==> config.mk <==
export PLATFORM = sky130hd
export DESIGN_NAME = bus_uart_tx_slave
export DESIGN_NICKNAME = d
export VERILOG_FILES = /design/src/rtl/bus_uart_tx_slave.sv
export SDC_FILE = /design/constraint.sdc
export NUM_CORES = 1
export LEC_CHECK = 0
export ABC_AREA = 1
export CAP_MARGIN = 0
export CORE_UTILIZATION = 45
export CTS_BUF_LIST = sky130_fd_sc_hd__clkbuf_4 sky130_fd_sc_hd__clkbuf_8
export DETAILED_ROUTE_END_ITERATION = 10
export PLACE_DENSITY_LB_ADDON = 0.25
export SYNTH_ARGS = -nofsm -noshare
export SYNTH_HDL_FRONTEND = slang
export SYNTH_SLANG_ARGS = --single-unit
==> constraint.sdc <==
create_clock -name clk -period 5.28 [get_ports clk]
set_input_delay 0.528 -clock clk [delete_from_list [all_inputs] [get_ports clk]]
set_output_delay 0.528 -clock clk [all_outputs]
set_load 0.01 [all_outputs]
==> src/rtl/bus_uart_tx_slave.sv <==
// Memory-mapped 8N1 UART transmitter: CPU pushes bytes into a small FIFO,
// a four-state shifter drains them on tx at a per-frame latched bit period.
module bus_uart_tx_slave #(
  parameter int FIFO_DEPTH  = 4,
  parameter int DEFAULT_DIV = 10416
) (
  input  logic        clk,
  input  logic        reset,
  input  logic        cs,
  input  logic        we,
  input  logic [7:0]  addr,
  input  logic [31:0] wdata,
  output logic [31:0] rdata,
  output logic        tx
);

  localparam int AW = (FIFO_DEPTH > 1) ? $clog2(FIFO_DEPTH) : 1;
  localparam int CW = AW + 1;

  localparam logic [7:0] A_TXDATA = 8'h00;
  localparam logic [7:0] A_STATUS = 8'h04;
  localparam logic [7:0] A_BAUD   = 8'h08;

  typedef enum logic [1:0] {IDLE, START, DATA, STOP} state_e;

  // bus decode
  logic wr_en, push_req, ovf_clr, baud_wr;
  assign wr_en    = cs & we;
  assign push_req = wr_en & (addr == A_TXDATA);
  assign ovf_clr  = wr_en & (addr == A_STATUS) & wdata[3];
  assign baud_wr  = wr_en & (addr == A_BAUD);

  logic unused_wdata;
  assign unused_wdata = ^wdata[31:16];

  // FIFO state
  logic [7:0]    mem_q [FIFO_DEPTH];
  logic [AW-1:0] wptr_q, wptr_d, rptr_q, rptr_d;
  logic [CW-1:0] count_q, count_d;
  logic          ovf_q, ovf_d;
  logic [15:0]   bauddiv_q, bauddiv_d;
  logic          full, empty, pop, push_acc;

  // shifter state
  state_e        state_q, state_d;
  logic [7:0]    shift_q, shift_d;
  logic [2:0]    bitcnt_q, bitcnt_d;
  logic [15:0]   baudcnt_q, baudcnt_d;
  logic [15:0]   div_q, div_d;
  logic          tx_q, tx_d;
  logic          baud_end;

  assign full  = (count_q == CW'(FIFO_DEPTH));
  assign empty = (count_q == '0);
  // A full FIFO still accepts a push when the shifter pops in the same cycle.
  assign push_acc = push_req & (~full | pop);

  always_comb begin
    wptr_d    = wptr_q;
    rptr_d    = rptr_q;
    count_d   = count_q;
    ovf_d     = ovf_q;
    bauddiv_d = bauddiv_q;
    if (push_acc) wptr_d = wptr_q + AW'(1);
    if (pop)      rptr_d = rptr_q + AW'(1);
    count_d = count_q + CW'(push_acc) - CW'(pop);
    if (push_req & full & ~pop) ovf_d = 1'b1;
    else if (ovf_clr)           ovf_d = 1'b0;
    if (baud_wr) bauddiv_d = wdata[15:0];
  end

  always_ff @(posedge clk) begin
    if (push_acc) mem_q[wptr_q] <= wdata[7:0];
  end

  always_ff @(posedge clk) begin
    if (reset) begin
      wptr_q    <= '0;
      rptr_q    <= '0;
      count_q   <= '0;
      ovf_q     <= 1'b0;
      bauddiv_q <= 16'(DEFAULT_DIV);
    end else begin
      wptr_q    <= wptr_d;
      rptr_q    <= rptr_d;
      count_q   <= count_d;
      ovf_q     <= ovf_d;
      bauddiv_q <= bauddiv_d;
    end
  end

  assign baud_end = (baudcnt_q == div_q - 16'd1);

  always_comb begin
    state_d   = state_q;
    shift_d   = shift_q;
    bitcnt_d  = bitcnt_q;
    baudcnt_d = baudcnt_q;
    div_d     = div_q;
    pop       = 1'b0;
    unique case (state_q)
      IDLE: begin
        if (!empty) begin
          pop       = 1'b1;
          shift_d   = mem_q[rptr_q];
          div_d     = (bauddiv_q == 16'd0) ? 16'd1 : bauddiv_q;
          baudcnt_d = '0;
          bitcnt_d  = '0;
          state_d   = START;
        end
      end
      START: begin
        if (baud_end) begin
          baudcnt_d = '0;
          state_d   = DATA;
        end else begin
          baudcnt_d = baudcnt_q + 16'd1;
        end
      end
      DATA: begin
        if (baud_end) begin
          baudcnt_d = '0;
          shift_d   = {1'b0, shift_q[7:1]};
          if (bitcnt_q == 3'd7) begin
            bitcnt_d = '0;
            state_d  = STOP;
          end else begin
            bitcnt_d = bitcnt_q + 3'd1;
          end
        end else begin
          baudcnt_d = baudcnt_q + 16'd1;
        end
      end
      STOP: begin
        if (baud_end) begin
          baudcnt_d = '0;
          state_d   = IDLE;
        end else begin
          baudcnt_d = baudcnt_q + 16'd1;
        end
      end
      default: state_d = IDLE;
    endcase
    // tx is registered from next-state so the line never glitches
    unique case (state_d)
      START:   tx_d = 1'b0;
      DATA:    tx_d = shift_d[0];
      default: tx_d = 1'b1;
    endcase
  end

  always_ff @(posedge clk) begin
    if (reset) begin
      state_q   <= IDLE;
      shift_q   <= '0;
      bitcnt_q  <= '0;
      baudcnt_q <= '0;
      div_q     <= 16'd1;
      tx_q      <= 1'b1;
    end else begin
      state_q   <= state_d;
      shift_q   <= shift_d;
      bitcnt_q  <= bitcnt_d;
      baudcnt_q <= baudcnt_d;
      div_q     <= div_d;
      tx_q      <= tx_d;
    end
  end

  assign tx = tx_q;

  logic       busy;
  logic [3:0] cnt4;
  assign busy = (state_q != IDLE);
  assign cnt4 = 4'(count_q);

  always_comb begin
    rdata = '0;
    if (cs) begin
      unique case (addr)
        A_STATUS: rdata = {24'd0, cnt4, ovf_q, busy, empty, full};
        A_BAUD:   rdata = {16'd0, bauddiv_q};
        default:  rdata = '0;
      endcase
    end
  end

endmodule
Figure 1. Cell density map.
Drawn at 3 px/um. 11 x 11 tiles, from black (low) to pale yellow (high), 0 to 100% covered.
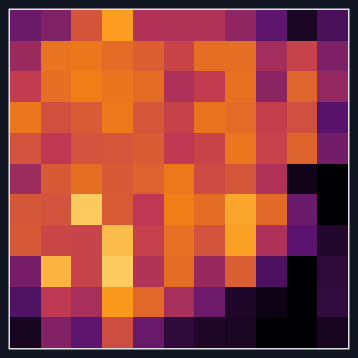
tiles over 75% full = 6.6%
mean over tiles = 47%
nearly empty tiles = 5.0%
emptiest ninth of the die = lower right
fullest tile = 89%
Pre-Place Util: 46.1%
core area: 12000 um2

Figure 2. Where the registers sit.
Drawn at 3 px/um. Other sequential cells in the stronger gray, the rest of the logic in the fainter gray.
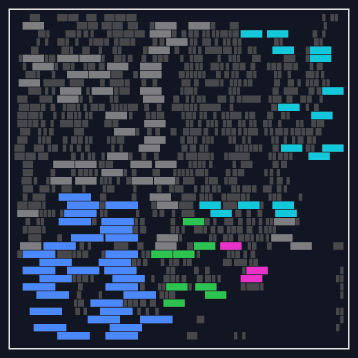
shift_q -> green  # placed flops 8, where bottom center
bitcnt_q -> magenta  # placed flops 3
mem_q -> blue  # placed flops 32, where lower left
baudcnt_q -> cyan  # placed flops 16
not colored = 45
Seq/total area: 38.8%
Reg area: 2400 um2

==> run summary <==
DRC violations left - 0
crit path launch - addr[5]
post-synthesis async set-or-reset flop share - 0%
CP Data Required Time - 4750 ps
largest area contributor in the netlist - dfxtp_1
fillers - 1173
Tool Warnings - 45
Fin Clk Skew - 8.55 ps
Clock power frac - 17.2%
Non-Clock Inverter Count - 77
Largest cell class - logic gates
Hold Path Stages - 2
clkbuf count - 9
TNS Setup - 0 ps
Post-Route WL - 12800 um
CTS Root Cell - clkbuf_8
Port Buffers - 44
pwr dens - 459 nW/um2
Reg2Reg Setup Slack - 2370 ps
Design Area, Final - 6190 um2
multi-input logic area - 2660 um2
Comb power frac - 44.1%
cycle use final - 65.8%
register share after synthesis - 43.6%
Combinational Power - 1.25 mW
Sink Count - 104
cell count after synthesis - 723
Synthesized registers - 104
Longest Clk Path Bufs - 2
status - complete, no violations
setup violators final - 0
antenna-violating nets left - 0
ant diodes - 0
Power Total - 2.84 mW
Clk. pwr - 0.489 mW
combinational share of cell area - 42.9%
Reg2Reg Depth - 11
startpoint of the worst hold path - rptr_q[1]
FP Rows - 40
Boundary Pins - 77
headroom to the max-slew limit - 39.8%
final hold vios - 0
largest incremental delay on the critical path - 600 ps
number of enable flip-flop cells - 32
Die Y - 113 um
via count - 4741
Slew Viols, Final - 0
Yosys cell types - 42
post-DR wirelength/cell - 14.1 um
Clock-cell share - 3.13%
mean post-synth cell area - 7.62 um2
crit path time final - 3480 ps
Layout Cells excl Fill - 906
Critical Path AT - 2950 ps
Yosys chip area - 5510 um2
top_reg_cell synth - dfxtp_1
cts-stage hold buffer count - 0
Levels on crit path - 7
P_int - 1.57 mW
top cell type by instance count after synthesis - nand2_1
NonClk Buf Share - 7.48%
dpl cell area - 6000 um2
reg2reg end - count_q[2]
Slowest cell on crit path - nor3_1
Layout area overhead - 12.3%
Yosys warnings - 0
TritonCTS Buffers - 9
vias in the first global route - 4481
Critical Path Sink - rdata[4]
Pre-Repair DR Iteration Count - 5
initial drt markers - 298
Crit path max-delay family - simple AND/OR/NAND/NOR gates
worst setup margin - 1800 ps
Buf/Inv on CP - 3
HP Class - reg -> reg
Mapped Area - 5510 um2
Flop pwr share - 38.7%
CP Capture Type - output pin
CP Launch Type - primary input
dpl ws - 1710 ps
final layout net count - 809
Worst Max-Slew Pin Slew - 902 ps
critical path class - in -> out
max-capacitance violation count - 0
Layout Utilization - 51.7%
most numerous logic cells after layout - 145 x nand2_1, 79 x nor2_1, 75 x inv_1
Vias/cell - 5.23
Peak VDD IR - 0.000329 V
Max FO, Critical Path - 8
Routability Congestion - 0.894
first-pass GRT wire length - 21400 um
reg2reg start - state_q[0]
gr ovfl total - 0
Overall Global Routing Usage - 21.5%
Reg clk slew, reported paths - 110 ps
Leakage - 2.43 nW
share of layout cells above drive strength 1 - 6.72%
Top Consumer - combinational logic
Switching Share - 44.7%
num tapcells - 147
Area leader share - 26.1%
-- flip-flops by register name, summed over array words and instances (netlist names), named ones only --
register   cells
mem_q         32
div_q         16
state_q        2
baudcnt_q     16
bauddiv_q     16
shift_q        8
wptr_q         2
rptr_q         2
count_q        3
ovf_q          1
bitcnt_q       3
tx             1
-- kinds of logic after synthesis --
logic type                 count (synthesis)  synth area share, %
and+or+nand+nor                          345                 28.9
AOI/OAI and AO/OA                        127                 13.0
buffers and inverters                    119                 9.28
DFF                                      104                 43.6
xor gates and xnor gates                  16                 2.54
adders and majority gates                 11                 2.63
other                                      1               0.0680
-- layer usage --
metal,vias to the layer above,share of wire [%],global-route usage [%]
met3,11,4.7,4.81
met1,2185,48,28.3
met4,0,1.6,6.40
met5,-,0,0
li1,2441,-,-
met2,104,46,35.4
Power is estimated from default activity; no workload was simulated.
